**src/rtl/cap_ecc_chk_pipe.sv**
```systemverilog
// Read-side SEC-DED checker/corrector: syndrome stage, decode/correct stage,
// plus sticky first-error capture and saturating SBE/DBE counters.
module cap_ecc_chk_pipe #(
    parameter int WIDTH     = 8,
    parameter int CODEWIDTH = 5,
    parameter int CNT_WIDTH = 16
) (
    input  logic                       clk,
    input  logic                       reset,
    input  logic                       inValid,
    input  logic [WIDTH+CODEWIDTH-1:0] eccDataIn,
    input  logic                       correctEn,
    input  logic                       errClr,
    output logic                       outValid,
    output logic [WIDTH-1:0]           dataOut,
    output logic                       sbeOut,
    output logic                       dbeOut,
    output logic                       errCapValid,
    output logic [CODEWIDTH-1:0]       errCapSyndrome,
    output logic                       errCapType,
    output logic [CNT_WIDTH-1:0]       sbeCount,
    output logic [CNT_WIDTH-1:0]       dbeCount
);

    localparam int SW   = CODEWIDTH - 1;
    localparam int NPOS = WIDTH + CODEWIDTH - 1;
    localparam logic [SW-1:0] NPOS_S = SW'(NPOS);

    // 1-based codeword position of data bit k (k-th non-power-of-2 slot)
    function automatic int data_pos(input int k);
        int n;
        int pos;
        n   = 0;
        pos = 0;
        for (int q = 1; q <= NPOS; q++) begin
            if ((q & (q - 1)) != 0) begin
                if (n == k) pos = q;
                n++;
            end
        end
        return pos;
    endfunction

    // stage 1: syndrome and overall parity
    logic             v1_q, v1_d;
    logic             ce1_q, ce1_d;
    logic [WIDTH-1:0] data1_q, data1_d;
    logic [SW-1:0]    s1_q, s1_d;
    logic             p1_q, p1_d;
    logic [SW-1:0]    chk;

    always_comb begin
        chk = '0;
        for (int c = 0; c < SW; c++) begin
            for (int k = 0; k < WIDTH; k++) begin
                if (((data_pos(k) >> c) & 1) == 1) begin
                    chk[c] = chk[c] ^ eccDataIn[k];
                end
            end
        end
    end

    always_comb begin
        v1_d    = inValid;
        ce1_d   = ce1_q;
        data1_d = data1_q;
        s1_d    = s1_q;
        p1_d    = p1_q;
        if (inValid) begin
            ce1_d   = correctEn;
            data1_d = eccDataIn[WIDTH-1:0];
            s1_d    = chk ^ eccDataIn[WIDTH +: SW];
            p1_d    = ^eccDataIn;
        end
    end

    // stage 2: decode, correct, register outputs
    logic                 v2_q, v2_d;
    logic [WIDTH-1:0]     data2_q, data2_d;
    logic                 sbe2_q, sbe2_d;
    logic                 dbe2_q, dbe2_d;
    logic [CODEWIDTH-1:0] syn2_q, syn2_d;
    logic                 s_pow2;
    logic                 s_in_rng;
    logic                 dec_sbe;
    logic                 dec_dbe;
    logic                 dec_fix;
    logic [WIDTH-1:0]     corr;

    always_comb begin
        s_pow2   = (s1_q & (s1_q - SW'(1))) == '0;
        s_in_rng = s1_q <= NPOS_S;
        dec_sbe  = p1_q & (s_pow2 | s_in_rng);
        dec_dbe  = (p1_q & ~s_pow2 & ~s_in_rng) | (~p1_q & (s1_q != '0));
        dec_fix  = p1_q & ~s_pow2 & s_in_rng & ce1_q;
        corr     = data1_q;
        for (int k = 0; k < WIDTH; k++) begin
            if (dec_fix && (data_pos(k) == int'(s1_q))) begin
                corr[k] = ~data1_q[k];
            end
        end
    end

    always_comb begin
        v2_d    = v1_q;
        data2_d = data2_q;
        sbe2_d  = 1'b0;
        dbe2_d  = 1'b0;
        syn2_d  = syn2_q;
        if (v1_q) begin
            data2_d = corr;
            sbe2_d  = dec_sbe;
            dbe2_d  = dec_dbe;
            syn2_d  = {p1_q, s1_q};
        end
    end

    // capture and counters follow the registered output flags
    logic                 cap_v_q, cap_v_d;
    logic [CODEWIDTH-1:0] cap_syn_q, cap_syn_d;
    logic                 cap_t_q, cap_t_d;
    logic [CNT_WIDTH-1:0] sbe_cnt_q, sbe_cnt_d;
    logic [CNT_WIDTH-1:0] dbe_cnt_q, dbe_cnt_d;
    logic                 err_ev;

    always_comb begin
        err_ev    = v2_q & (sbe2_q | dbe2_q);
        cap_v_d   = cap_v_q;
        cap_syn_d = cap_syn_q;
        cap_t_d   = cap_t_q;
        sbe_cnt_d = sbe_cnt_q;
        dbe_cnt_d = dbe_cnt_q;
        if (errClr) begin
            cap_v_d   = 1'b0;
            cap_syn_d = '0;
            cap_t_d   = 1'b0;
            sbe_cnt_d = '0;
            dbe_cnt_d = '0;
        end else begin
            if (err_ev && !cap_v_q) begin
                cap_v_d   = 1'b1;
                cap_syn_d = syn2_q;
                cap_t_d   = dbe2_q;
            end
            if (v2_q && sbe2_q && (sbe_cnt_q != {CNT_WIDTH{1'b1}})) begin
                sbe_cnt_d = sbe_cnt_q + CNT_WIDTH'(1);
            end
            if (v2_q && dbe2_q && (dbe_cnt_q != {CNT_WIDTH{1'b1}})) begin
                dbe_cnt_d = dbe_cnt_q + CNT_WIDTH'(1);
            end
        end
    end

    always_ff @(posedge clk) begin
        if (reset) begin
            v1_q      <= 1'b0;
            ce1_q     <= 1'b0;
            data1_q   <= '0;
            s1_q      <= '0;
            p1_q      <= 1'b0;
            v2_q      <= 1'b0;
            data2_q   <= '0;
            sbe2_q    <= 1'b0;
            dbe2_q    <= 1'b0;
            syn2_q    <= '0;
            cap_v_q   <= 1'b0;
            cap_syn_q <= '0;
            cap_t_q   <= 1'b0;
            sbe_cnt_q <= '0;
            dbe_cnt_q <= '0;
        end else begin
            v1_q      <= v1_d;
            ce1_q     <= ce1_d;
            data1_q   <= data1_d;
            s1_q      <= s1_d;
            p1_q      <= p1_d;
            v2_q      <= v2_d;
            data2_q   <= data2_d;
            sbe2_q    <= sbe2_d;
            dbe2_q    <= dbe2_d;
            syn2_q    <= syn2_d;
            cap_v_q   <= cap_v_d;
            cap_syn_q <= cap_syn_d;
            cap_t_q   <= cap_t_d;
            sbe_cnt_q <= sbe_cnt_d;
            dbe_cnt_q <= dbe_cnt_d;
        end
    end

    assign outValid       = v2_q;
    assign dataOut        = data2_q;
    assign sbeOut         = sbe2_q;
    assign dbeOut         = dbe2_q;
    assign errCapValid    = cap_v_q;
    assign errCapSyndrome = cap_syn_q;
    assign errCapType     = cap_t_q;
    assign sbeCount       = sbe_cnt_q;
    assign dbeCount       = dbe_cnt_q;

endmodule
```
**config.mk**
```make
export PLATFORM = sky130hd
export DESIGN_NAME = cap_ecc_chk_pipe
export DESIGN_NICKNAME = d
export VERILOG_FILES = /design/src/rtl/cap_ecc_chk_pipe.sv
export SDC_FILE = /design/constraint.sdc
export NUM_CORES = 1
export LEC_CHECK = 0
export CORE_ASPECT_RATIO = 1.25
export CORE_MARGIN = 5
export CORE_UTILIZATION = 30
export CTS_CLUSTER_SIZE = 12
export DETAILED_ROUTE_END_ITERATION = 7
export GPL_TIMING_DRIVEN = 0
export PLACE_DENSITY_LB_ADDON = 0.12
export REMOVE_ABC_BUFFERS = 1
export SLEW_MARGIN = 10
export SYNTH_ARGS = -nofsm -noshare
export SYNTH_HDL_FRONTEND = slang
export SYNTH_SLANG_ARGS = --single-unit
export TNS_END_PERCENT = 100
```
**constraint.sdc**
```tcl
create_clock -name clk -period 1.75 [get_ports clk]
set_clock_uncertainty 0.2 [all_clocks]
set_input_delay 0.175 -clock clk [delete_from_list [all_inputs] [get_ports clk]]
set_output_delay 0.175 -clock clk [all_outputs]
set_load 0.01 [all_outputs]
```
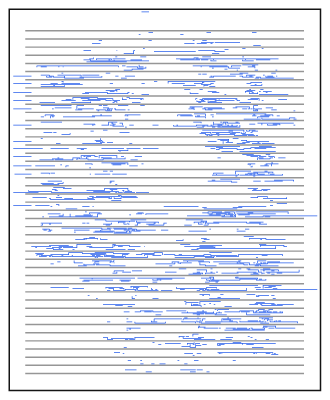
met1.png
(3 px per um) Supply wires on this layer in grey.
share of all routed wire: 44%
nets with wire on the layer: 395
wire length on this layer: 3390 um
total via count after detailed routing: 2760
aggregate routed wire length: 7.76 mm

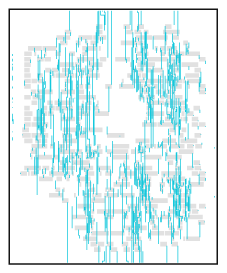
met2.png
(2 px per um)
share of all routed wire: 51%
longest straight run: 37.7 um
main direction: vertical
wire length on this layer: 3930 um
met2 Resource Use GR: 20.7%

==> impl_metrics.json <==
{
  "final-seq-area_um2": 1480,
  "layout_clock_buffers": 10,
  "cp-start-kind": "flop",
  "critical-path-slowest-cell": "dfxtp_2",
  "status": "completed",
  "n_sequential_cell": 70,
  "clk_transition_reported_paths_ns": 0.06,
  "ctsResizeCount": 54,
  "vias_per_cell": 4.83,
  "antennaDiodeCount": 0,
  "grt_antenna_before_repair": 0,
  "syn_avg_cell_area_um2": 9.17,
  "grt_overflow": 0,
  "vdd_drop_max_uv": 408,
  "proportion_of_synthesized_flip_flops_having_asynchronous_set_or_reset_pct": 0,
  "cts_inserted_buffers": 9,
  "timing.reg2reg.worst_path_depth": 5,
  "yosys-mux-area-fraction_pct": 7.67,
  "first_pass_iters": 4,
  "drv.max_cap_violation_count": 0,
  "synth_top_cell_by_count": "dfxtp_1",
  "grt_use_met3_pct": 2.42,
  "chipWidth_um": 103,
  "floorplan.rows": 42,
  "h-tree-depth": 3,
  "postCtsSetupRepairBufs": 13,
  "gr-max-usage-layer": "met2",
  "preCtsSetupSlack_ns": -0.946,
  "yosys-stat-cells": 356,
  "track_usage_pct": 12.4,
  "final_layout_top_logic_cells": "nor2_1 (60), clkdlybuf4s50_1 (60), dfxtp_1 (40)",
  "synthTopLogicFamily": "simple AND/OR/NAND/NOR gates",
  "die_area_um2": 13100,
  "synth.lib_cells_used.distinct": 43,
  "cts_tree": "yes",
  "routedLengthMet1_mm": 3.39,
  "n_all_inverters": 7,
  "core-area_um2": 10600,
  "combGateArea_um2": 1890,
  "clock_sinks": 70,
  "xor_share_pct": 13.6,
  "r2r_slack_ns": 0.02,
  "vias_in_the_first_global_route": 2781,
  "yosys.area_share.adder_pct": 0.767,
  "total_leakage_power_nw": 1.65,
  "maximum_number_of_pins_on_one_net_before_global_route_repair": 40,
  "hold_path_end": "data1_q[1]",
  "synth_cells": 356,
  "netlist_top_cells_count": "dfxtp_1 (70), nor2_1 (60), xnor2_1 (29)",
  "route.detailed.drc": 0,
  "fin_crit_sh_pct": 98.7,
  "simple_gate_area_share_pct": 21.2,
  "detailroute.wirelength.met3_um": 293,
  "detail-route-antenna-nets": 0,
  "utilization_pct": 44.2
}
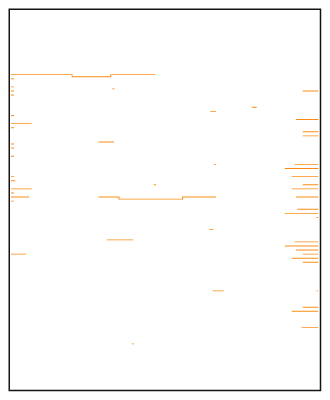
met3.png
(3 px per um)
wire length on this layer: 294 um
nets with wire on the layer: 43
longest straight run: 21.2 um

state kept, by name, indices dropped and copies added, names as in the netlist, 4 cells and up:
signal	flops
dataOut	8
dbeCount	16
data1_q	8
errCapSyndrome	5
syn2_q	5
sbeCount	16
s1_q	4
where the power goes:
part	internal (W)	switching [W]	total, W
clock network	0.00110	0.000682	0.00178
registers	0.00164	0.0000737	0.00171
logic	0.000223	0.000161	0.000384
total	0.00296	0.000917	0.00388
per-stage QoR:
step	area, um^2	instances	power [W]
3_3_place_gp	4020	535	0.00211
4_1_cts	4530	564	0.00393
3_5_place_dp	4020	535	0.00211
2_1_floorplan	3180	336	0.00196
6_report	4690	571	0.00388
5_1_grt	4690	571	0.00405
No activity file was given, so power comes from the tool's default toggle rates.
